run_1/met1.png
Bar = 50 µm. Supply wires on this layer in gray.
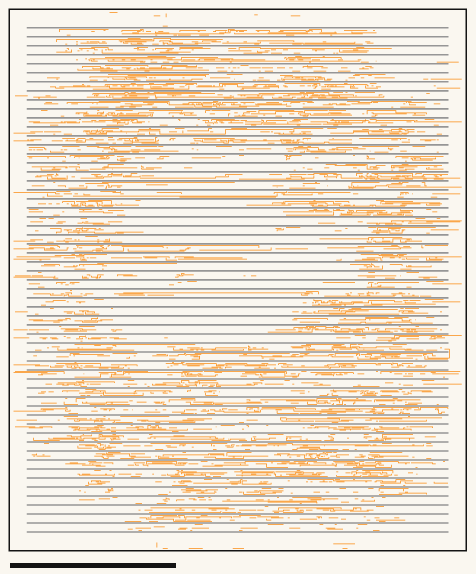
run_1/met2.png
Bar = 50 µm.
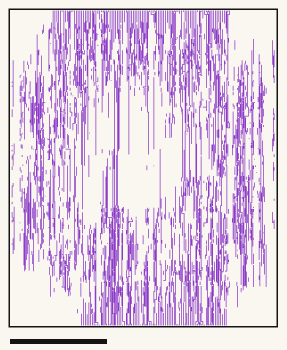
run_1/met3.png
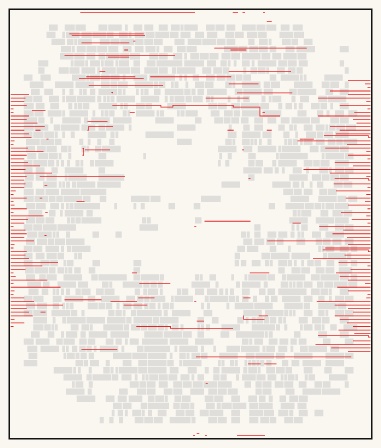
$ cat src/rtl/div_issue_sched_if.sv
// Bundles the requester, divider-core and result-buffer signals of div_issue_sched.
// The slave modport is the scheduler's view; master is the surrounding pipeline.
interface div_issue_sched_if #(
    parameter int NUM_REQ = 2,
    parameter int TAG_W   = 6
);
    logic [NUM_REQ-1:0]       req_valid;
    logic [3*NUM_REQ-1:0]     req_funct3;
    logic [32*NUM_REQ-1:0]    req_a;
    logic [32*NUM_REQ-1:0]    req_b;
    logic [TAG_W*NUM_REQ-1:0] req_tag;
    logic [NUM_REQ-1:0]       req_grant;
    logic                     flush;
    logic                     div_start;
    logic [32:0]              div_a;
    logic [32:0]              div_b;
    logic                     div_done;
    logic [32:0]              div_quotient;
    logic [32:0]              div_remainder;
    logic                     div_by_zero;
    logic                     res_valid;
    logic [31:0]              res_value;
    logic [TAG_W-1:0]         res_tag;
    logic                     res_ack;
    logic                     lat_err;

    modport slave (
        input  req_valid, req_funct3, req_a, req_b, req_tag, flush,
        input  div_done, div_quotient, div_remainder, div_by_zero, res_ack,
        output req_grant, div_start, div_a, div_b, res_valid, res_value, res_tag, lat_err
    );

    modport master (
        output req_valid, req_funct3, req_a, req_b, req_tag, flush,
        output div_done, div_quotient, div_remainder, div_by_zero, res_ack,
        input  req_grant, div_start, div_a, div_b, res_valid, res_value, res_tag, lat_err
    );
endinterface

$ cat src/rtl/div_issue_sched.sv
// Shares one fixed-latency sequential divider among NUM_REQ requesters: round-robin
// issue, RISC-V divide corner-case fix-up, single-entry result buffer and flush/drain.
module div_issue_sched #(
    parameter int NUM_REQ     = 2,
    parameter int DIV_LATENCY = 33,
    parameter int TAG_W       = 6
) (
    input logic               clk,
    input logic               rst_n,
    div_issue_sched_if.slave  bus
);
    localparam int              PTR_W    = (NUM_REQ > 1) ? $clog2(NUM_REQ) : 1;
    localparam logic [PTR_W-1:0] LAST_IDX = PTR_W'(NUM_REQ - 1);
    localparam logic [7:0]       LAT_CNT  = 8'(DIV_LATENCY);

    typedef enum logic [1:0] {S_IDLE, S_RUN, S_HOLD, S_DRAIN} state_t;

    state_t             r_state;
    state_t             w_state_nxt;
    logic [PTR_W-1:0]   r_rr_ptr;
    logic [7:0]         r_cnt;
    logic               r_lat_err;
    logic [31:0]        r_res_value;
    logic [TAG_W-1:0]   r_res_tag;
    logic [1:0]         r_op;
    logic [TAG_W-1:0]   r_tag;
    logic [31:0]        r_a;
    logic [31:0]        r_b;

    logic               w_found;
    logic [PTR_W-1:0]   w_gnt_idx;
    logic               w_slot_free;
    logic               w_issue;
    logic [2:0]         w_f3;
    logic [31:0]        w_a;
    logic [31:0]        w_b;
    logic [TAG_W-1:0]   w_tag;
    logic               w_ovf;
    logic [31:0]        w_result;
    logic               w_unused_ok;

    // Round-robin pick: first valid requester at or after r_rr_ptr, wrapping.
    always_comb begin
        int idx;
        idx       = 0;
        w_found   = 1'b0;
        w_gnt_idx = '0;
        for (int i = 0; i < NUM_REQ; i++) begin
            idx = int'(r_rr_ptr) + i;
            if (idx >= NUM_REQ) idx = idx - NUM_REQ;
            if (!w_found && bus.req_valid[idx]) begin
                w_found   = 1'b1;
                w_gnt_idx = PTR_W'(idx);
            end
        end
    end

    assign w_f3  = bus.req_funct3[int'(w_gnt_idx)*3 +: 3];
    assign w_a   = bus.req_a[int'(w_gnt_idx)*32 +: 32];
    assign w_b   = bus.req_b[int'(w_gnt_idx)*32 +: 32];
    assign w_tag = bus.req_tag[int'(w_gnt_idx)*TAG_W +: TAG_W];

    assign w_slot_free = (r_state == S_IDLE) || ((r_state == S_HOLD) && bus.res_ack);
    assign w_issue     = rst_n && !bus.flush && w_slot_free && w_found;

    // NOTE: every output of an always_comb gets a default first, so no latch is inferred.
    always_comb begin
        w_state_nxt   = r_state;
        bus.req_grant = '0;
        bus.div_start = 1'b0;
        bus.div_a     = {(w_f3[0] ? 1'b0 : w_a[31]), w_a};
        bus.div_b     = {(w_f3[0] ? 1'b0 : w_b[31]), w_b};
        if (w_issue) begin
            bus.req_grant[w_gnt_idx] = 1'b1;
            bus.div_start            = 1'b1;
        end
        case (r_state)
            S_IDLE:  if (w_issue) w_state_nxt = S_RUN;
            S_RUN: begin
                // The core cannot abort; a flushed op must be drained unless it ends now.
                if (bus.flush)         w_state_nxt = bus.div_done ? S_IDLE : S_DRAIN;
                else if (bus.div_done) w_state_nxt = S_HOLD;
            end
            S_HOLD: begin
                if (bus.flush)        w_state_nxt = S_IDLE;
                else if (bus.res_ack) w_state_nxt = w_issue ? S_RUN : S_IDLE;
            end
            S_DRAIN: if (bus.div_done) w_state_nxt = S_IDLE;
            default: w_state_nxt = S_IDLE;
        endcase
    end

    assign w_ovf = (r_a == 32'h8000_0000) && (r_b == 32'hFFFF_FFFF);

    always_comb begin
        w_result = bus.div_quotient[31:0];
        case (r_op)
            2'b00: begin
                if (bus.div_by_zero) w_result = 32'hFFFF_FFFF;
                else if (w_ovf)      w_result = 32'h8000_0000;
            end
            2'b01: if (bus.div_by_zero) w_result = 32'hFFFF_FFFF;
            2'b10: begin
                if (bus.div_by_zero) w_result = r_a;
                else if (w_ovf)      w_result = 32'h0;
                else                 w_result = bus.div_remainder[31:0];
            end
            default: w_result = bus.div_by_zero ? r_a : bus.div_remainder[31:0];
        endcase
    end

    // NOTE: reset is synchronous; operand latches are cleared too so post-reset state is fully known.
    always_ff @(posedge clk) begin
        if (!rst_n) begin
            r_state     <= S_IDLE;
            r_rr_ptr    <= '0;
            r_cnt       <= '0;
            r_lat_err   <= 1'b0;
            r_res_value <= '0;
            r_res_tag   <= '0;
            r_op        <= '0;
            r_tag       <= '0;
            r_a         <= '0;
            r_b         <= '0;
        end else begin
            r_state <= w_state_nxt;
            if (w_issue) begin
                r_rr_ptr <= (w_gnt_idx == LAST_IDX) ? '0 : w_gnt_idx + 1'b1;
                r_cnt    <= 8'd1;
                r_op     <= w_f3[1:0];
                r_tag    <= w_tag;
                r_a      <= w_a;
                r_b      <= w_b;
            end else if ((r_state == S_RUN) && (r_cnt != 8'hFF)) begin
                r_cnt <= r_cnt + 1'b1;
            end
            if ((r_state == S_RUN) && bus.div_done && !bus.flush) begin
                r_res_value <= w_result;
                r_res_tag   <= r_tag;
                if (r_cnt != LAT_CNT) r_lat_err <= 1'b1;
            end
        end
    end

    assign bus.res_valid = (r_state == S_HOLD);
    assign bus.res_value = r_res_value;
    assign bus.res_tag   = r_res_tag;
    assign bus.lat_err   = r_lat_err;

    // funct3[2] and the 33rd result bits carry no information for the final result.
    assign w_unused_ok = ^{bus.req_funct3, bus.div_quotient[32], bus.div_remainder[32]};
endmodule

$ cat src/flat_wrapper.sv
// flat-port wrapper written by rule: the top's interface ports become plain ports
module div_issue_sched_flat 
#(
    parameter int NUM_REQ     = 2,
    parameter int DIV_LATENCY = 33,
    parameter int TAG_W       = 6
)
  (clk, rst_n, bus_req_valid, bus_req_funct3, bus_req_a, bus_req_b, bus_req_tag, bus_flush, bus_div_done, bus_div_quotient, bus_div_remainder, bus_div_by_zero, bus_res_ack, bus_req_grant, bus_div_start, bus_div_a, bus_div_b, bus_res_valid, bus_res_value, bus_res_tag, bus_lat_err);
  div_issue_sched_if #(.NUM_REQ(NUM_REQ), .TAG_W(TAG_W)) bus_i ();
  input logic clk;
  input logic rst_n;
  input wire logic [$bits(bus_i.req_valid)-1:0] bus_req_valid;
  input wire logic [$bits(bus_i.req_funct3)-1:0] bus_req_funct3;
  input wire logic [$bits(bus_i.req_a)-1:0] bus_req_a;
  input wire logic [$bits(bus_i.req_b)-1:0] bus_req_b;
  input wire logic [$bits(bus_i.req_tag)-1:0] bus_req_tag;
  input wire logic [$bits(bus_i.flush)-1:0] bus_flush;
  input wire logic [$bits(bus_i.div_done)-1:0] bus_div_done;
  input wire logic [$bits(bus_i.div_quotient)-1:0] bus_div_quotient;
  input wire logic [$bits(bus_i.div_remainder)-1:0] bus_div_remainder;
  input wire logic [$bits(bus_i.div_by_zero)-1:0] bus_div_by_zero;
  input wire logic [$bits(bus_i.res_ack)-1:0] bus_res_ack;
  output wire logic [$bits(bus_i.req_grant)-1:0] bus_req_grant;
  output wire logic [$bits(bus_i.div_start)-1:0] bus_div_start;
  output wire logic [$bits(bus_i.div_a)-1:0] bus_div_a;
  output wire logic [$bits(bus_i.div_b)-1:0] bus_div_b;
  output wire logic [$bits(bus_i.res_valid)-1:0] bus_res_valid;
  output wire logic [$bits(bus_i.res_value)-1:0] bus_res_value;
  output wire logic [$bits(bus_i.res_tag)-1:0] bus_res_tag;
  output wire logic [$bits(bus_i.lat_err)-1:0] bus_lat_err;
  assign bus_i.req_valid = bus_req_valid;
  assign bus_i.req_funct3 = bus_req_funct3;
  assign bus_i.req_a = bus_req_a;
  assign bus_i.req_b = bus_req_b;
  assign bus_i.req_tag = bus_req_tag;
  assign bus_i.flush = bus_flush;
  assign bus_i.div_done = bus_div_done;
  assign bus_i.div_quotient = bus_div_quotient;
  assign bus_i.div_remainder = bus_div_remainder;
  assign bus_i.div_by_zero = bus_div_by_zero;
  assign bus_i.res_ack = bus_res_ack;
  assign bus_req_grant = bus_i.req_grant;
  assign bus_div_start = bus_i.div_start;
  assign bus_div_a = bus_i.div_a;
  assign bus_div_b = bus_i.div_b;
  assign bus_res_valid = bus_i.res_valid;
  assign bus_res_value = bus_i.res_value;
  assign bus_res_tag = bus_i.res_tag;
  assign bus_lat_err = bus_i.lat_err;
  div_issue_sched #(.NUM_REQ(NUM_REQ), .DIV_LATENCY(DIV_LATENCY), .TAG_W(TAG_W)) u_core (.clk(clk), .rst_n(rst_n), .bus(bus_i));
endmodule
$ cat config.mk
export PLATFORM = sky130hd
export DESIGN_NAME = div_issue_sched_flat
export DESIGN_NICKNAME = d
export VERILOG_FILES = /design/src/rtl/div_issue_sched_if.sv /design/src/rtl/div_issue_sched.sv /design/src/flat_wrapper.sv
export SDC_FILE = /design/constraint.sdc
export NUM_CORES = 1
export LEC_CHECK = 0
export CAP_MARGIN = 15
export CORE_ASPECT_RATIO = 1.2
export CORE_MARGIN = 5
export CORE_UTILIZATION = 31
export CTS_BUF_LIST = sky130_fd_sc_hd__clkbuf_4
export CTS_CLUSTER_DIAMETER = 30
export DETAILED_ROUTE_END_ITERATION = 7
export PLACE_DENSITY = 0.71
export SYNTH_ARGS = -nofsm -noshare
export SYNTH_HDL_FRONTEND = slang
export SYNTH_SLANG_ARGS = --single-unit
$ cat constraint.sdc
create_clock -name clk -period 2.1 [get_ports clk]
set_input_delay 0.21 -clock clk [delete_from_list [all_inputs] [get_ports clk]]
set_output_delay 0.21 -clock clk [all_outputs]
set_load 0.01 [all_outputs]
==> flow_summary.yaml, run 1 <==
# synthesis and place-and-route metrics
status:
  status: "finished with violations"
  violations: "setup timing"
global_routing:
  use_met3: 0.0576
  grt_max_degree: 43
finish:
  regArea_um2: 2450
  layout-drive-gt1-share: 0.278
  area_growth_pct: 87.6
setup_path:
  path_max_fanout: 8
routing:
  drtIter0Drc: 271
  top_layer: "met4"
  vias: 6831
worst_hold_path:
  min_path_type: "input pin to flop"
  hold_end: "u_core.r_tag[3]"
sta:
  setup_viol: 94
  layout_setup_ws_ns: -0.168
logic_synthesis:
  synth_nets: 923
  yosys_warnings: 0
  ys.flop_type: "dfxtp_1"
  yosysTopAreaCell: "dfxtp_1"
place:
  pre_cts_ws_ns: -0.335
job:
  maxCapViolCount: 0
power_and_ir_drop:
  p_comb_uw: 1900
  irDropWorstVdd_v: 0.000302
Notes on met1.png above:
nets with wire on the layer: 1,193
wire length on this layer: 9,880 µm
main direction: horizontal
share of all routed wire: 37%

Notes on met2.png above:
main direction: vertical
wire length on this layer: 13,900 µm
share of all routed wire: 53%
longest straight run: 87.2 µm
nets with wire on the layer: 1,147

Notes on met3.png above:
nets with wire on the layer: 184
main direction: horizontal
wire length on this layer: 1,940 µm
share of all routed wire: 7.3%

-- run 1: flip-flops by register name (all words and copies together), names as in the netlist, 2 cells and up --
register              flops
u_core.r_cnt              8
u_core.r_op               2
u_core.r_tag              6
u_core.bus.res_value     32
u_core.r_state            2
u_core.r_b               32
u_core.bus.res_tag        6
u_core.r_a               32
-- run 1: critical path: stages (launching register included) --
cell,delay (ns)
dfxtp_1,0.33
or4_4,0.55
nor4_4,0.31
nand4_1,0.18
buf_4,0.18
or3_4,0.41
a22o_1,0.22
-- run 1: timing repair --
item | CTS | global route
cloned | 9 | 2
hold buffers | 1 | 0
pin swaps | 9 | 4
endpoints found under the hold margin | 1 | 0
resized | 301 | 130
buffers inserted | 16 | 24
setup endpoints to repair | 101 | 100
==> run 2: changes to the inputs <==
--- a/config.mk
+++ b/config.mk
@@ -6,13 +6,15 @@
 export NUM_CORES = 1
 export LEC_CHECK = 0
 export CAP_MARGIN = 15
+export CELL_PAD_IN_SITES_DETAIL_PLACEMENT = 0
+export CELL_PAD_IN_SITES_GLOBAL_PLACEMENT = 1
 export CORE_ASPECT_RATIO = 1.2
 export CORE_MARGIN = 5
-export CORE_UTILIZATION = 31
+export CORE_UTILIZATION = 25
 export CTS_BUF_LIST = sky130_fd_sc_hd__clkbuf_4
 export CTS_CLUSTER_DIAMETER = 30
 export DETAILED_ROUTE_END_ITERATION = 7
-export PLACE_DENSITY = 0.71
+export PLACE_DENSITY = 0.79
 export SYNTH_ARGS = -nofsm -noshare
 export SYNTH_HDL_FRONTEND = slang
 export SYNTH_SLANG_ARGS = --single-unit
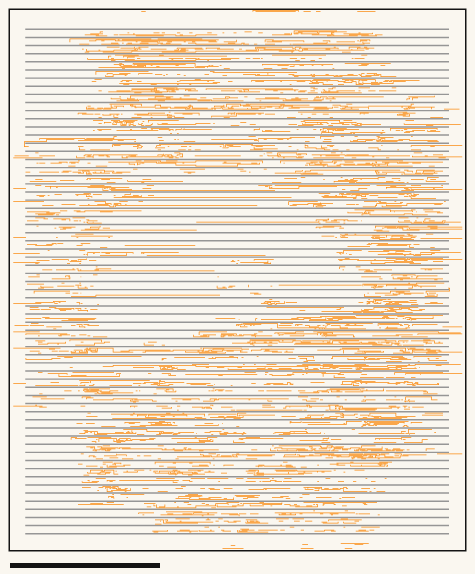
run_2/met1.png
Bar = 50 µm. Supply wires on this layer in gray.
nets with wire on the layer: 1,183
longest straight run: 59.3 µm

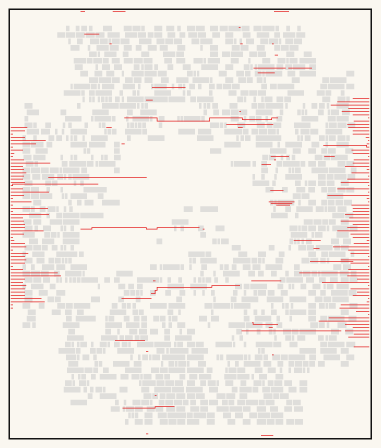
run_2/met3.png
wire length on this layer: 1,470 µm
share of all routed wire: 5.6%
Post-Route WL: 26,300 µm
grt met3 use: 0.0464

==> flow_summary.yaml, run 2 <==
# synthesis and place-and-route metrics
status:
  status: "finished with violations"
  violations: "setup timing"
worst_hold_path:
  hold_end: "u_core.r_op[1]"
  min_from: "rst_n"
finish:
  area_growth_pct: 85.0
  layout-drive-gt1-share: 0.279
  final_common_cell: "clkdlybuf4s50_1"
cts:
  postCtsSetupBuffers: 19
  clk_latency_ns: 0.54
  cts_resized: 348
  holdBufCountCts: 0
logic_synthesis:
  yosysTopAreaCell: "dfxtp_1"
  ys.flop_type: "dfxtp_1"
  yosys_warnings: 0
  synth-seq-cells: 122
  synth_nets: 923
setup_path:
  cp_cell_sequence: "o21ai_4, buf_12, buf_6, buf_12, buf_16, buf_6, mux2_4, buf_6"
  critPathSlowestCell: "dfxtp_4"
  critical-path-max-stage-delay_ns: 0.38
  path_common_cell: "buf_6"
  path_max_fanout: 6
  critPathBufInv: 6
  worstSetupPathType: "flop to primary output"
  critPathTopFamily: "buffers and inverters"
sta:
  layout_setup_ws_ns: -0.225
  finalSetupTns_ns: -10.17
  slew_headroom: 0.646
  setup_viol: 94
  fin_skew_ns: 0.0151
power_and_ir_drop:
  p_clk_uw: 1570
  power_uw: 5920
  irDropWorstVdd_v: 0.000268
  p_comb_uw: 1820
place:
  dp_hpwl_um: 19100
  pre_cts_ws_ns: -0.318
routing:
  drtIter0Drc: 248
floorplan:
  fp_util: 0.254
  ioPinCount: 329
job:
  maxCapViolCount: 0
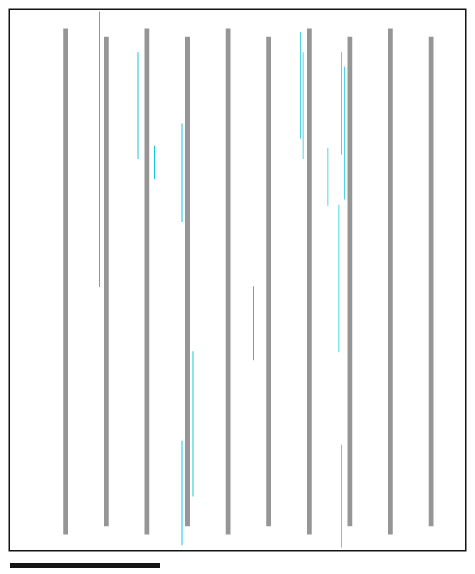
run_2/met4.png
Bar = 50 µm. Supply wires on this layer in gray.
wire length on this layer: 529 µm
share of all routed wire: 2.0%
nets with wire on the layer: 11
via count: 6,718

-- run 2: cell counts after synthesis --
No cell type changed its count.
-- run 2: layer usage --
metal / vias to the layer above / global-route usage / wire length, µm / part of all wire
met5: - / 0 / 0 / 0
met4: 0 / 0.0565 / 529 / 0.020
met3: 29 / 0.0464 / 1470 / 0.056
met2: 210 / 0.337 / 13800 / 0.52
met1: 3143 / 0.206 / 10500 / 0.40
li1: 3336 / - / - / -
-- run 2: layout make-up --
type                       count  area (µm²)  share of cell area
multi-input combinational    521        3720               0.332
clock buffer                  17         128              0.0114
sequential                   122        2450               0.218
clock inverter                15         128              0.0114
inverter                       5        18.8             0.00167
tap                          320         400              0.0357
antenna                        1        2.50            0.000223
timing repair buffer         452        4370               0.389
